Design data_bus_bridge, sky130hd; sources not shown.
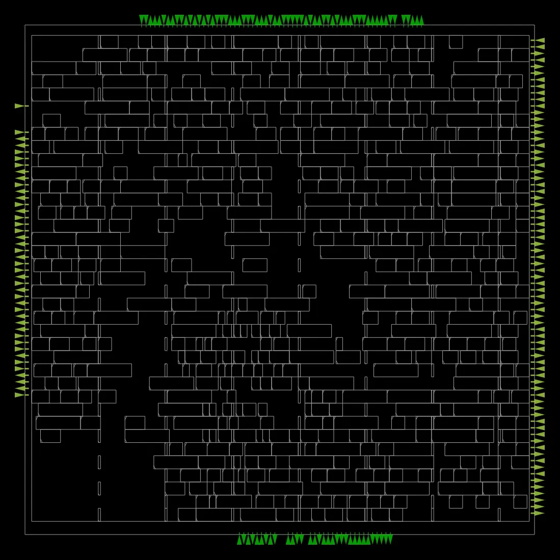
final_placement.png
flop share of the area: 42.2%
number of tap cells inserted: 136
area inside the core boundary: 0.0104 sq mm
core occupancy in the finished layout: 63.5%

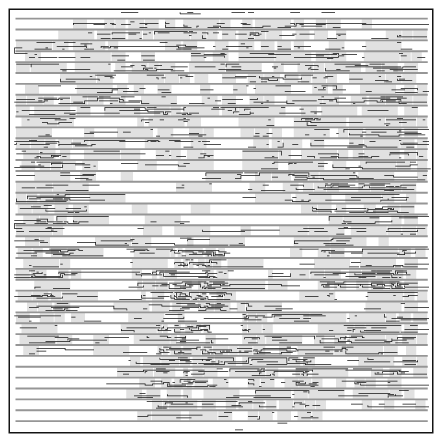
met1.png
Drawn at 4 px/micron. Supply wires on this layer in gray. Cells faint in the background.
The wires run mostly horizontal. 536 nets have wire on it. The layer carries 4450 microns of wire. The layer holds 42% of the routed length.
total wire length after detailed routing: 10500 microns
via count: 3229

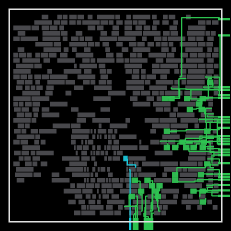
port_nets.png
Drawn at 2 px/micron.
Key: rsp_rdata = green [bits 32, direction input, edge 24 right, 8 bottom, end cells 32, buffers 32, wire 776 microns]; err_clr = cyan [bits 1, direction input, edge bottom, end cells 1, buffers 1, wire 34.4 microns]
top-level I/O count: 210
count of input and output buffers: 209

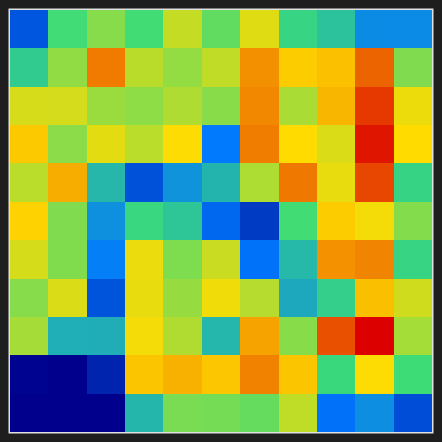
density.png
Drawn at 4 px/micron. 11 x 11 tiles, from dark blue (low) to red (high), 0 to 100% covered.
The emptiest ninth of the die: lower left. The fullest tile reaches 100%. 24% of the tiles are over 75% full.
starting utilization of the core area: 42.4%

==> results_dict.tcl <==
# flow metrics
set metrics [dict create \
    synth.lib_cells_used.distinct 37 \
    die_area_sq_mm 0.0111 \
    final-setup-viol-count 0 \
    sequential_cell_area_sq_mm 0.00278 \
    final-instance-count-excl-fill 653 \
    dp_cells 637 \
    inv_count 5 \
    worst_setup_hold_path_clk_slew_ns 0.11 \
    warning_count 30 \
    antenna_found_initial 0 \
    drt_pre_antenna_iters 4 \
    worstSkewPairLatency_ns 0.35 \
    worst_slew_margin_rel_pct 59.8 \
    critical_path_s_largest_stage_delay_ns 0.46 \
    drv.max_cap_violation_count 0 \
    area_share_clock_buf_inv_pct 2.72 \
    worstSetupStartpointType "register" \
    cts_inserted_buffers 9 \
    synth_area_leader_cell "dfrtp_1" \
    timing.critical_path.cells "inv_1, ha_2, nor2b_1, nor2_1, nor2_2, buf_12" \
    fill_cells 801 \
    clock_tree.buffer_depth 2 \
    nNetsFinal 625 \
    status "completed" \
    finalHoldViolations 0 \
    antenna_cells 0 \
    final_weighted_congestion_in_routability_driven_placement 0.852 \
    synth_area_sq_mm 0.00439 \
    vias_in_the_first_global_route 3377 \
    drc 0 \
    topCombFamilyByArea "multiplexers" \
    mux_share_pct 17.7 \
]
[cell usage in the layout (no fill, tap or decap), types with 2 or more instances in the layout]
master and instances:
dfrtp_1 111, buf_4 108, clkdlybuf4s50_1 105, mux2_2 68
o22a_1 24, a22o_1 10, nor2_1 9, nand2_1 9
clkbuf_8 9, inv_1 5, nand3_1 5, ha_1 5
nor3_1 4, buf_12 4, xnor2_1 3, a21oi_1 3
inv_6 3, nor2_2 2, nand4_1 2, o21ai_0 2
a21o_1 2, o211ai_1 2, nor4_1 2
[timing repair]
action,in CTS,in global routing
resized,0,1
hold endpoints to repair,0,0
setup endpoints to repair,0,20
[per-layer routing]
layer	up-vias	track usage (%)	share of wire, %
li1	1498	-	-
met1	1590	24.2	42
met2	131	32.7	50
met3	10	3.71	6.7
met4	0	4.66	1.2
met5	-	0	0
